--- src/rtl/output_deskew_collector_if.sv ---
// Output handshake bundle of the deskew collector.
// The collector drives the aligned row; writeback returns ready.
interface output_deskew_collector_if #(
  parameter int SA_SIZE  = 8,
  parameter int ACC_SIZE = 32
);
  logic [SA_SIZE-1:0][ACC_SIZE-1:0] out_data;
  logic                             out_valid;
  logic                             out_ready;
  logic                             out_last;

  modport master (
    output out_data,
    output out_valid,
    output out_last,
    input  out_ready
  );

  modport slave (
    input  out_data,
    input  out_valid,
    input  out_last,
    output out_ready
  );
endinterface

--- src/rtl/output_deskew_collector.sv ---
// Deskews systolic column results into rows, buffers them in a FWFT
// FIFO and drains them to writeback with tile-last and sticky errors.
module output_deskew_collector #(
  parameter int SA_SIZE    = 8,
  parameter int ACC_SIZE   = 32,
  parameter int FIFO_DEPTH = 4,
  parameter int TILE_ROWS  = 8
) (
  input  logic                             clk,
  input  logic                             resetn,
  input  logic [SA_SIZE-1:0][ACC_SIZE-1:0] in_data_i,
  input  logic [SA_SIZE-1:0]               in_valid_i,
  input  logic                             err_clear_i,
  output_deskew_collector_if.master        out_if,
  output logic [$clog2(FIFO_DEPTH):0]      fifo_count_o,
  output logic                             overflow_err_o,
  output logic                             align_err_o
);

  localparam int AW = $clog2(FIFO_DEPTH);
  localparam int CW = AW + 1;
  localparam int RW = (TILE_ROWS > 1) ? $clog2(TILE_ROWS) : 1;

  typedef logic [SA_SIZE-1:0][ACC_SIZE-1:0] row_t;

  logic [SA_SIZE-1:0] al_v;
  row_t               al_d;

  // Column c waits SA_SIZE-c stages so every column exits together.
  for (genvar c = 0; c < SA_SIZE; c++) begin : g_col
    localparam int N = SA_SIZE - c;
    logic [N-1:0][ACC_SIZE:0] ch_q;

    always_ff @(posedge clk) begin
      if (!resetn) begin
        ch_q <= '0;
      end else begin
        ch_q[0] <= {in_valid_i[c], in_data_i[c]};
        for (int k = 1; k < N; k++) begin
          ch_q[k] <= ch_q[k-1];
        end
      end
    end

    assign al_v[c] = ch_q[N-1][ACC_SIZE];
    assign al_d[c] = ch_q[N-1][ACC_SIZE-1:0];
  end

  row_t           mem_q [FIFO_DEPTH];
  logic [AW-1:0]  wp_q, wp_d;
  logic [AW-1:0]  rp_q, rp_d;
  logic [CW-1:0]  cnt_q, cnt_d;
  logic [RW-1:0]  rc_q, rc_d;
  logic           ovf_q, ovf_d;
  logic           aln_q, aln_d;

  logic av, mis, full, pop, push, drop;

  assign av   = al_v[0];
  assign mis  = |(al_v ^ {SA_SIZE{av}});
  assign full = (cnt_q == CW'(FIFO_DEPTH));
  assign pop  = (cnt_q != '0) && out_if.out_ready;
  assign push = av && (!full || pop);
  assign drop = av && full && !pop;

  always_comb begin
    wp_d  = wp_q;
    rp_d  = rp_q;
    cnt_d = cnt_q;
    rc_d  = rc_q;
    if (push) wp_d = wp_q + AW'(1);
    if (pop) begin
      rp_d = rp_q + AW'(1);
      rc_d = (rc_q == RW'(TILE_ROWS - 1)) ? '0 : rc_q + RW'(1);
    end
    if (push && !pop) cnt_d = cnt_q + CW'(1);
    if (pop && !push) cnt_d = cnt_q - CW'(1);
    // A set event outranks a coincident clear.
    ovf_d = drop ? 1'b1 : (err_clear_i ? 1'b0 : ovf_q);
    aln_d = mis  ? 1'b1 : (err_clear_i ? 1'b0 : aln_q);
  end

  always_ff @(posedge clk) begin
    if (!resetn) begin
      wp_q  <= '0;
      rp_q  <= '0;
      cnt_q <= '0;
      rc_q  <= '0;
      ovf_q <= 1'b0;
      aln_q <= 1'b0;
    end else begin
      wp_q  <= wp_d;
      rp_q  <= rp_d;
      cnt_q <= cnt_d;
      rc_q  <= rc_d;
      ovf_q <= ovf_d;
      aln_q <= aln_d;
    end
  end

  always_ff @(posedge clk) begin
    if (push) mem_q[wp_q] <= al_d;
  end

  assign out_if.out_data  = mem_q[rp_q];
  assign out_if.out_valid = (cnt_q != '0);
  assign out_if.out_last  = (cnt_q != '0) &&
                            (rc_q == RW'(TILE_ROWS - 1));
  assign fifo_count_o     = cnt_q;
  assign overflow_err_o   = ovf_q;
  assign align_err_o      = aln_q;

endmodule

--- src/flat_wrapper.sv ---
// flat-port wrapper written by rule: the top's interface ports become plain ports
module output_deskew_collector_flat 
#(
  parameter int SA_SIZE    = 8,
  parameter int ACC_SIZE   = 32,
  parameter int FIFO_DEPTH = 4,
  parameter int TILE_ROWS  = 8
)
  (clk, resetn, in_data_i, in_valid_i, err_clear_i, fifo_count_o, overflow_err_o, align_err_o, out_if_out_data, out_if_out_valid, out_if_out_last, out_if_out_ready);
  output_deskew_collector_if #(.SA_SIZE(SA_SIZE), .ACC_SIZE(ACC_SIZE)) out_if_i ();
  input  logic clk;
  input  logic resetn;
  input  logic [SA_SIZE-1:0][ACC_SIZE-1:0] in_data_i;
  input  logic [SA_SIZE-1:0] in_valid_i;
  input  logic err_clear_i;
  output logic [$clog2(FIFO_DEPTH):0] fifo_count_o;
  output logic overflow_err_o;
  output logic align_err_o;
  output wire logic [$bits(out_if_i.out_data)-1:0] out_if_out_data;
  output wire logic [$bits(out_if_i.out_valid)-1:0] out_if_out_valid;
  output wire logic [$bits(out_if_i.out_last)-1:0] out_if_out_last;
  input wire logic [$bits(out_if_i.out_ready)-1:0] out_if_out_ready;
  assign out_if_out_data = out_if_i.out_data;
  assign out_if_out_valid = out_if_i.out_valid;
  assign out_if_out_last = out_if_i.out_last;
  assign out_if_i.out_ready = out_if_out_ready;
  output_deskew_collector #(.SA_SIZE(SA_SIZE), .ACC_SIZE(ACC_SIZE), .FIFO_DEPTH(FIFO_DEPTH), .TILE_ROWS(TILE_ROWS)) u_core (.clk(clk), .resetn(resetn), .in_data_i(in_data_i), .in_valid_i(in_valid_i), .err_clear_i(err_clear_i), .out_if(out_if_i), .fifo_count_o(fifo_count_o), .overflow_err_o(overflow_err_o), .align_err_o(align_err_o));
endmodule
--- config.mk ---
export PLATFORM = sky130hd
export DESIGN_NAME = output_deskew_collector_flat
export DESIGN_NICKNAME = d
export VERILOG_FILES = /design/src/rtl/output_deskew_collector_if.sv /design/src/rtl/output_deskew_collector.sv /design/src/flat_wrapper.sv
export SDC_FILE = /design/constraint.sdc
export NUM_CORES = 2
export LEC_CHECK = 0
export CORE_MARGIN = 8
export CORE_UTILIZATION = 52
export DETAILED_ROUTE_END_ITERATION = 6
export PLACE_DENSITY = 0.72
export SLEW_MARGIN = 30
export SYNTH_ARGS = -nofsm -noshare
export SYNTH_HDL_FRONTEND = slang
export SYNTH_SLANG_ARGS = --single-unit
--- constraint.sdc ---
create_clock -name clk -period 7.6 [get_ports clk]
set_input_delay 1.14 -clock clk [delete_from_list [all_inputs] [get_ports clk]]
set_output_delay 1.14 -clock clk [all_outputs]
set_load 0.03 [all_outputs]
m2.png
The bar under the picture is 100 µm long.
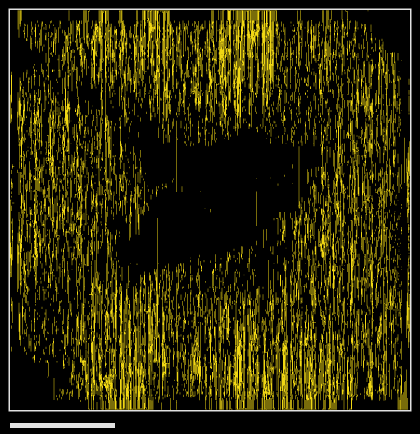
The wires run mostly vertical. The layer holds 48% of the routed length.

m3.png
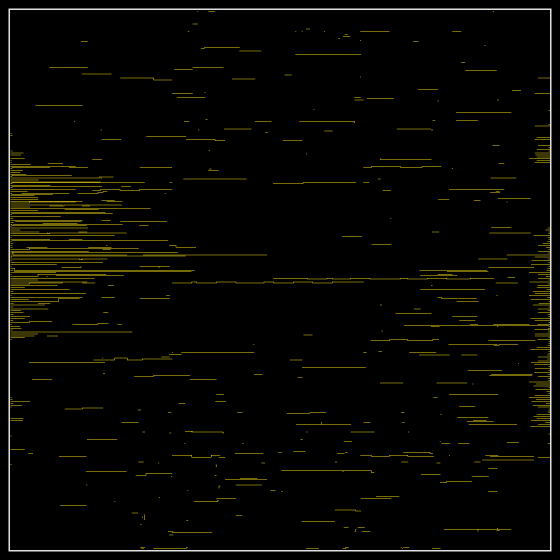
The wires run mostly horizontal. 345 nets have wire on it. The layer holds 6.9% of the routed length. The longest straight run is 127 µm.
number of vias after detailed routing: 31357
Routed WL: 125 mm
GRT met3 Usage: 0.0518

congestion_map.png
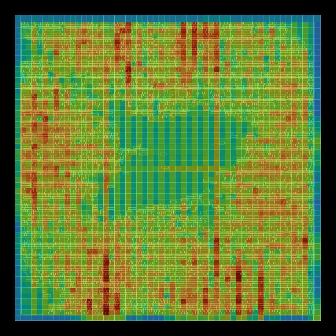
GRT Total Usage: 0.168
met1 usage in global routing: 0.208
met2 demand-to-capacity share in global routing: 0.277

==> deck_impl_summary.md <==
Flow Results at a Glance

Synth
  • Number of library cell types mapped by synthesis: 32
  • Number of cells in the yosys synthesis report: 3931
  • Cells after Synth: 3931
  • Most numerous cell in the Yosys netlist: dfxtp_1
  • Sequential-to-total area share from yosys stat: 0.789
  • Per-instance average area after synthesis: 17.7 µm²
  • Synthesis warning total: 0
  • Mapped Area: between 0.06 and 0.07 mm²
  • Flip-flops with a built-in enable: 1024
  • Top cells by instance count after synthesis: dfxtp_1, and2_1, edfxtp_1, mux4_2, clkbuf_1
  • Cell type with the largest total area: edfxtp_1

Run status
  • Result of the run: finished, final reports clean

Floorplan
  • Top-Level Pins: 531
  • Fp util: 0.522
  • Y dimension of the die: 382 µm
  • Cell Rows: 134

Placement
  • Weighted congestion reported at the end of routability-driven placement: 0.735
  • Buffers on Ports: 530

STA
  • Pins Over Slew Limit: 0
  • Setup clock skew after layout: 0.0373 ns
  • Period minus WS final: 4.90 ns
  • Slew HR: 0.379
  • Finish-stage setup viols: 0
  • Max Clk Rate: 0.204 GHz

Power
  • Switch share: 0.191
  • NetSw: 0.00448 W
  • Max rail drop VDD: approximately 250 µV
  • LEAKAGE: 29.9 nW

Setup path
  • Arrival @ worst endpoint: 3.76 ns
  • Kind of end point of the critical path: output pin
  • Critical register-to-register path startpoint: u_core.al_v[0]$_SDFF_PN0_
  • Depth of the worst register-to-register path: 3
  • Worst Path Class, Setup: reg -> out

Clock network
  • CTS sink count: 2226
  • Skew-Pair Late Insertion Delay: 0.80 ns
  • H-tree depth: 4
  • CTS tree: done

Cells and area
  • Net total in the final layout: roughly 4800
  • Share of layout cells above drive strength 1: 0.131
  • Number of fillers in the final layout: 9348

Global routing
  • Maximum number of pins on one net before global-route repair: 344
  • Number of global-route vias before repair: 32172

Detailed routing
  • Pre-antenna DRT Iters: 5
  • Number of DRC violations after detailed-routing iteration 0: 1984
  • Average via count per standard cell: 4.84
  • DRC violation count after routing: 0

Worst hold path
  • Endpoint of the worst hold path: u_core.g_col[5].ch_q[43]$_SDFF_PN0_
through the flow:
stage / total power (W) / std cells / setup slack (ns)
6_report: 0.0234 / 6473 / 2.70
3_3_place_gp: 0.0133 / 6059 / 3.27
3_5_place_dp: 0.0133 / 6060 / 3.22
4_1_cts: 0.0237 / 6453 / 2.52
2_1_floorplan: 0.0131 / 3931 / 2.55
5_1_grt: 0.0242 / 6460 / 2.42
cell type report:
cell class | count | area [µm²] | area share
tap | 1768 | 2210 | 0.0265
timing repair buffer | 556 | 5730 | 0.0685
sequential | 2226 | 54800 | 0.656
antenna | 18 | 45.0 | 0.000539
inverter | 5 | 18.8 | 0.000225
multi-input combinational | 1507 | 13700 | 0.164
clock buffer | 308 | 6050 | 0.0724
clock inverter | 85 | 1010 | 0.0121
per-layer routing:
layer	GRT usage	routed length (µm)
met2	0.277	60500
met5	0	130
met3	0.0518	8630
met4	0.0636	3940
met1	0.208	51700
worst max-delay path, cell delays in order (launching register included):
cell and delay, ns:
dfxtp_4 0.83, buf_12 0.36, buf_16 0.41, mux4_2 0.46, clkdlybuf4s50_1 0.62
power groups by stage:
stage               clock network (W)  registers (W)  logic [W]
detailed placement                  0         0.0129   0.000368
global placement                    0         0.0129   0.000363
global route                   0.0111         0.0127   0.000404
floorplan                           0         0.0129   0.000179
finish                         0.0104         0.0127   0.000364
CTS                            0.0106         0.0127   0.000372
kinds of logic (layout without fill, tap and decap cells):
logic type      count (synthesis)  after routing  share of synthesized area
xor+xnor                        5              5                   0.000630
buf+inv                       198            954                     0.0144
mux                           260            260                     0.0835
simple gates                 1224           1224                      0.110
other cells                     0             18                          0
flops                        2226           2226                      0.789
compound gates                 11             11                    0.00130
fa+ha+maj                       7              7                    0.00137
Power is estimated from default activity; no workload was simulated.
